`src/rtl/bus_source_sequencer.sv`:
```
// Control-step sequencer feeding the 32-to-5 bus encoder.
// Walks the T0..T6 fetch/execute microsequence and drives one-hot bus-source
// enables, the matching binary select, datapath latch strobes and the memory
// read handshake. Every output except mdr_in comes straight from a flop.
// mdr_in must be high in the same T1 cycle that mem_ready arrives, so it is
// the registered mem_read strobe gated by mem_ready.
module bus_source_sequencer #(
  parameter int NUM_SRC     = 24,
  parameter int SEL_W       = 5,
  parameter int MEM_TIMEOUT = 15
) (
  input  logic               clk,
  input  logic               clear,
  input  logic               start,
  input  logic [2:0]         op_class,
  input  logic [3:0]         ra,
  input  logic [3:0]         rb,
  input  logic [3:0]         rc,
  input  logic               mem_ready,
  output logic [NUM_SRC-1:0] src_onehot,
  output logic [SEL_W-1:0]   src_sel,
  output logic               mar_in,
  output logic               inc_pc,
  output logic               pc_in,
  output logic               mem_read,
  output logic               mdr_in,
  output logic               ir_in,
  output logic               y_in,
  output logic               z_in,
  output logic               hi_in,
  output logic               lo_in,
  output logic               rf_wr,
  output logic [3:0]         rf_wr_addr,
  output logic               busy,
  output logic               done,
  output logic               err
);

  localparam int CNT_W = $clog2(MEM_TIMEOUT + 1);

  // Bus source indices above the register file.
  localparam logic [SEL_W-1:0] SRC_HI    = 5'd16;
  localparam logic [SEL_W-1:0] SRC_LO    = 5'd17;
  localparam logic [SEL_W-1:0] SRC_ZHIGH = 5'd18;
  localparam logic [SEL_W-1:0] SRC_ZLOW  = 5'd19;
  localparam logic [SEL_W-1:0] SRC_PC    = 5'd20;
  localparam logic [SEL_W-1:0] SRC_MDR   = 5'd21;
  localparam logic [SEL_W-1:0] SRC_C     = 5'd23;

  typedef enum logic [2:0] {
    IDLE = 3'd0, T0 = 3'd1, T1 = 3'd2, T2 = 3'd3,
    T3 = 3'd4, T4 = 3'd5, T5 = 3'd6, T6 = 3'd7
  } state_t;

  state_t           state;
  logic [2:0]       op_r;
  logic [3:0]       ra_r;
  logic [3:0]       rb_r;
  logic [3:0]       rc_r;
  logic [CNT_W-1:0] tcnt_r;

  // Decode a source index into its one-hot enable vector.
  function automatic logic [NUM_SRC-1:0] onehot_f(input logic [SEL_W-1:0] idx);
    return {{(NUM_SRC-1){1'b0}}, 1'b1} << idx;
  endfunction

  // Latch the MDR in the very cycle read data is presented during T1.
  assign mdr_in = mem_read & mem_ready;

  // Sequencer FSM: next step plus the registered outputs for that step.
  always_ff @(posedge clk) begin
    if (!clear) begin
      state      <= IDLE;
      op_r       <= 3'd0;
      ra_r       <= 4'd0;
      rb_r       <= 4'd0;
      rc_r       <= 4'd0;
      tcnt_r     <= '0;
      src_onehot <= '0;
      src_sel    <= '0;
      mar_in     <= 1'b0;
      inc_pc     <= 1'b0;
      pc_in      <= 1'b0;
      mem_read   <= 1'b0;
      ir_in      <= 1'b0;
      y_in       <= 1'b0;
      z_in       <= 1'b0;
      hi_in      <= 1'b0;
      lo_in      <= 1'b0;
      rf_wr      <= 1'b0;
      rf_wr_addr <= 4'd0;
      busy       <= 1'b0;
      done       <= 1'b0;
      err        <= 1'b0;
    end else begin
      src_onehot <= '0;
      src_sel    <= '0;
      mar_in     <= 1'b0;
      inc_pc     <= 1'b0;
      pc_in      <= 1'b0;
      mem_read   <= 1'b0;
      ir_in      <= 1'b0;
      y_in       <= 1'b0;
      z_in       <= 1'b0;
      hi_in      <= 1'b0;
      lo_in      <= 1'b0;
      rf_wr      <= 1'b0;
      rf_wr_addr <= 4'd0;
      done       <= 1'b0;
      case (state)
        IDLE: begin
          tcnt_r <= '0;
          if (start) begin
            op_r       <= op_class;
            ra_r       <= ra;
            rb_r       <= rb;
            rc_r       <= rc;
            state      <= T0;
            busy       <= 1'b1;
            src_onehot <= onehot_f(SRC_PC);
            src_sel    <= SRC_PC;
            mar_in     <= 1'b1;
            inc_pc     <= 1'b1;
            z_in       <= 1'b1;
          end else begin
            busy <= 1'b0;
          end
        end
        T0: begin
          state      <= T1;
          tcnt_r     <= '0;
          src_onehot <= onehot_f(SRC_ZLOW);
          src_sel    <= SRC_ZLOW;
          pc_in      <= 1'b1;
          mem_read   <= 1'b1;
        end
        T1: begin
          if (mem_ready) begin
            state      <= T2;
            tcnt_r     <= '0;
            src_onehot <= onehot_f(SRC_MDR);
            src_sel    <= SRC_MDR;
            ir_in      <= 1'b1;
          end else if (tcnt_r >= CNT_W'(MEM_TIMEOUT - 1)) begin
            // Memory never answered: abort without a done pulse.
            state  <= IDLE;
            tcnt_r <= '0;
            busy   <= 1'b0;
            err    <= 1'b1;
          end else begin
            tcnt_r     <= tcnt_r + CNT_W'(1);
            src_onehot <= onehot_f(SRC_ZLOW);
            src_sel    <= SRC_ZLOW;
            pc_in      <= 1'b1;
            mem_read   <= 1'b1;
          end
        end
        T2: begin
          case (op_r)
            3'd0, 3'd1, 3'd4: begin
              state      <= T3;
              src_onehot <= onehot_f({1'b0, rb_r});
              src_sel    <= {1'b0, rb_r};
              y_in       <= 1'b1;
            end
            3'd2, 3'd3: begin
              state      <= T3;
              src_onehot <= onehot_f((op_r == 3'd2) ? SRC_HI : SRC_LO);
              src_sel    <= (op_r == 3'd2) ? SRC_HI : SRC_LO;
              rf_wr      <= 1'b1;
              rf_wr_addr <= ra_r;
              done       <= 1'b1;
            end
            default: begin
              state <= IDLE;
              busy  <= 1'b0;
              err   <= 1'b1;
            end
          endcase
        end
        T3: begin
          if ((op_r == 3'd2) || (op_r == 3'd3)) begin
            state <= IDLE;
            busy  <= 1'b0;
          end else if (op_r == 3'd4) begin
            state      <= T4;
            src_onehot <= onehot_f(SRC_C);
            src_sel    <= SRC_C;
            z_in       <= 1'b1;
          end else begin
            state      <= T4;
            src_onehot <= onehot_f({1'b0, rc_r});
            src_sel    <= {1'b0, rc_r};
            z_in       <= 1'b1;
          end
        end
        T4: begin
          state      <= T5;
          src_onehot <= onehot_f(SRC_ZLOW);
          src_sel    <= SRC_ZLOW;
          if (op_r == 3'd1) begin
            lo_in <= 1'b1;
          end else begin
            rf_wr      <= 1'b1;
            rf_wr_addr <= ra_r;
            done       <= 1'b1;
          end
        end
        T5: begin
          if (op_r == 3'd1) begin
            state      <= T6;
            src_onehot <= onehot_f(SRC_ZHIGH);
            src_sel    <= SRC_ZHIGH;
            hi_in      <= 1'b1;
            done       <= 1'b1;
          end else begin
            state <= IDLE;
            busy  <= 1'b0;
          end
        end
        T6: begin
          state <= IDLE;
          busy  <= 1'b0;
        end
        default: begin
          state <= IDLE;
          busy  <= 1'b0;
        end
      endcase
    end
  end

endmodule

```
`config.mk`:
```
export PLATFORM = sky130hd
export DESIGN_NAME = bus_source_sequencer
export DESIGN_NICKNAME = d
export VERILOG_FILES = /design/src/rtl/bus_source_sequencer.sv
export SDC_FILE = /design/constraint.sdc
export NUM_CORES = 1
export LEC_CHECK = 0
export CAP_MARGIN = 10
export CORE_ASPECT_RATIO = 1.5
export CORE_MARGIN = 5
export CORE_UTILIZATION = 25
export DETAILED_ROUTE_END_ITERATION = 10
export SETUP_SLACK_MARGIN = 0.15
export SLEW_MARGIN = 25
export SYNTH_ARGS = -nofsm -noshare
export SYNTH_HDL_FRONTEND = slang
export SYNTH_SLANG_ARGS = --single-unit
export TNS_END_PERCENT = 30
```
`constraint.sdc`:
```
create_clock -name clk -period 1.8 [get_ports clk]
set_input_delay 0.36 -clock clk [delete_from_list [all_inputs] [get_ports clk]]
set_output_delay 0.36 -clock clk [all_outputs]
set_load 0.03 [all_outputs]
```
Fig. 1: M1 wires
Scale bar: 20 um. Supply wires on this layer in grey.
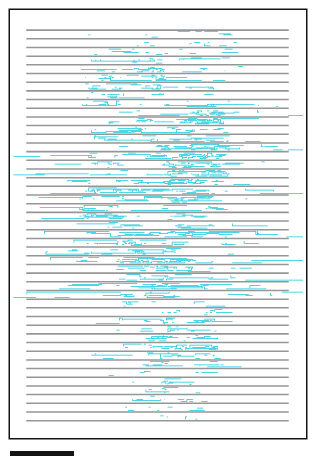
nets with wire on the layer: 337
main direction: horizontal
met1 Use GR: 0.126
via count: 2239
WL final: 6970 um

Fig. 2: the metal 2 layer
Cells faint in the background.
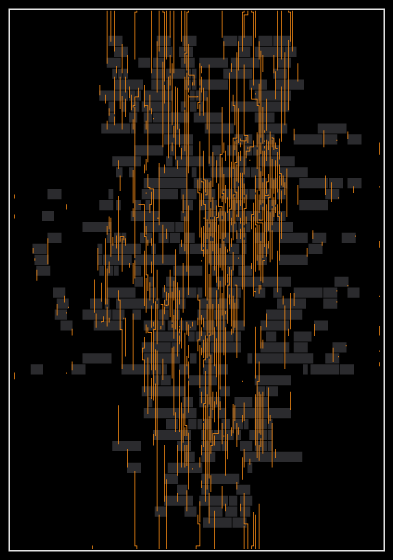
main direction: vertical
nets with wire on the layer: 313
Global Route met2 Usage: 0.194

==> ci_impl_report.md <==
### Metrics collected by this job

| Metric | Value |
|---|---|
| Most used logic cell in the final layout | dfxtp_1 |
| Max clock buf depth | 2 |
| Largest register FFs | 24 |
| Register clock-pin slew on the reported worst setup and hold paths | approximately 0.060 ns |
| Cell leakage power | ~1.6 nW |
| Synth async-reset ratio | 0 |
| Comb area leader | simple AND/OR/NAND/NOR gates |
| Gr usage total | 0.115 |
| Pint | between 2 and 3 mW |
| Top pwr grp | the clock network |
| Syn-to-layout area delta | 47.2% |
| Synthesized area per cell | between 9 and 10 um2 |
| Final worst slack | 0.128 ns |
| Register share of the cell area | 0.351 |
| Clock buffers and inverters, area share | 0.0871 |
| Synth Area in Compound Gates | 0.163 |
| R2R cell count | 4 |
| First-pass GRT wire length | ~11000 um |
| CP max stage delay | about 0.67 ns |
| Synth Instances | ~270 |
| Postcts setup bufs | 0 |
| Final Util | 0.375 |
| Detail Route Antenna Nets | 0 |
| Placed insts | around 460 |
| Yosys Instances | 271 |
| Comb gates | between 150 and 200 |
| Clock root buffer | clkbuf_16 |
| Synthesis Warnings | 0 |
| Final Hold Viols | 0 |
| Fin cells | 477 |
| Power, Total | just under 4 mW |
| Synth Flop Type | dfxtp_1 |
| Init Core Util | 0.255 |
| Critical Path Sink | done |
| Grt total ovfl | 0 |
| Vias per cell | around 4.7 |
| Clock buffer cells | 10 |
| Outcome | complete, no violations |
| Worst r2r src | state[0]$_SDFFE_PN0P_ |
| Post-synth cell types | 58 |
| Flop count | between 60 and 70 |
| Total Neg Setup Slack | 0 ns |
| Class of the worst hold path | reg -> reg |
| Post-DP HPWL | between 5000 and 6000 um |
| Top-count cell post-synth | dfxtp_1 |
| Switching power | approximately 1 mW |
| M3 GR Usage | 0.0426 |
| Reg2reg end | src_onehot[1]$_SDFF_PN0_ |
| Comb gate area | about 1100 um2 |
| Reg power frac | 0.404 |
| Min-delay src | ra_r[2]$_SDFFE_PN0P_ |
| Clock power frac | 0.475 |
| Mux cell area share | 0.00779 |
| Worst Path Arrival | approximately 1.3 ns |
| Post-synthesis sequential area ratio | 0.514 |
| CP Cell Sequence | clkdlybuf4s50_1 |
| Core ar. | roughly 10000 um2 |
| Final nets | around 380 |
| Post-synth top area cell | dfxtp_1 |
| Fillers | ~1000 |
| Std cell rows | between 40 and 50 |
| CP endpoint kind | output pin |
| CP Depth | 1 |
| Dpl ws | -0.0603 ns |
| Tap cells | ~120 |
| Die y size | between 100 and 150 um |
| Netlist Area Pre-Place | 2570 um2 |
| Insertion Delay late pin | ~0.33 ns |
| First DRT Iteration DRCs | about 140 |
| Reg with most FFs | src_onehot |
| Hold path cells | 2 |
Power is estimated from default activity; no workload was simulated.
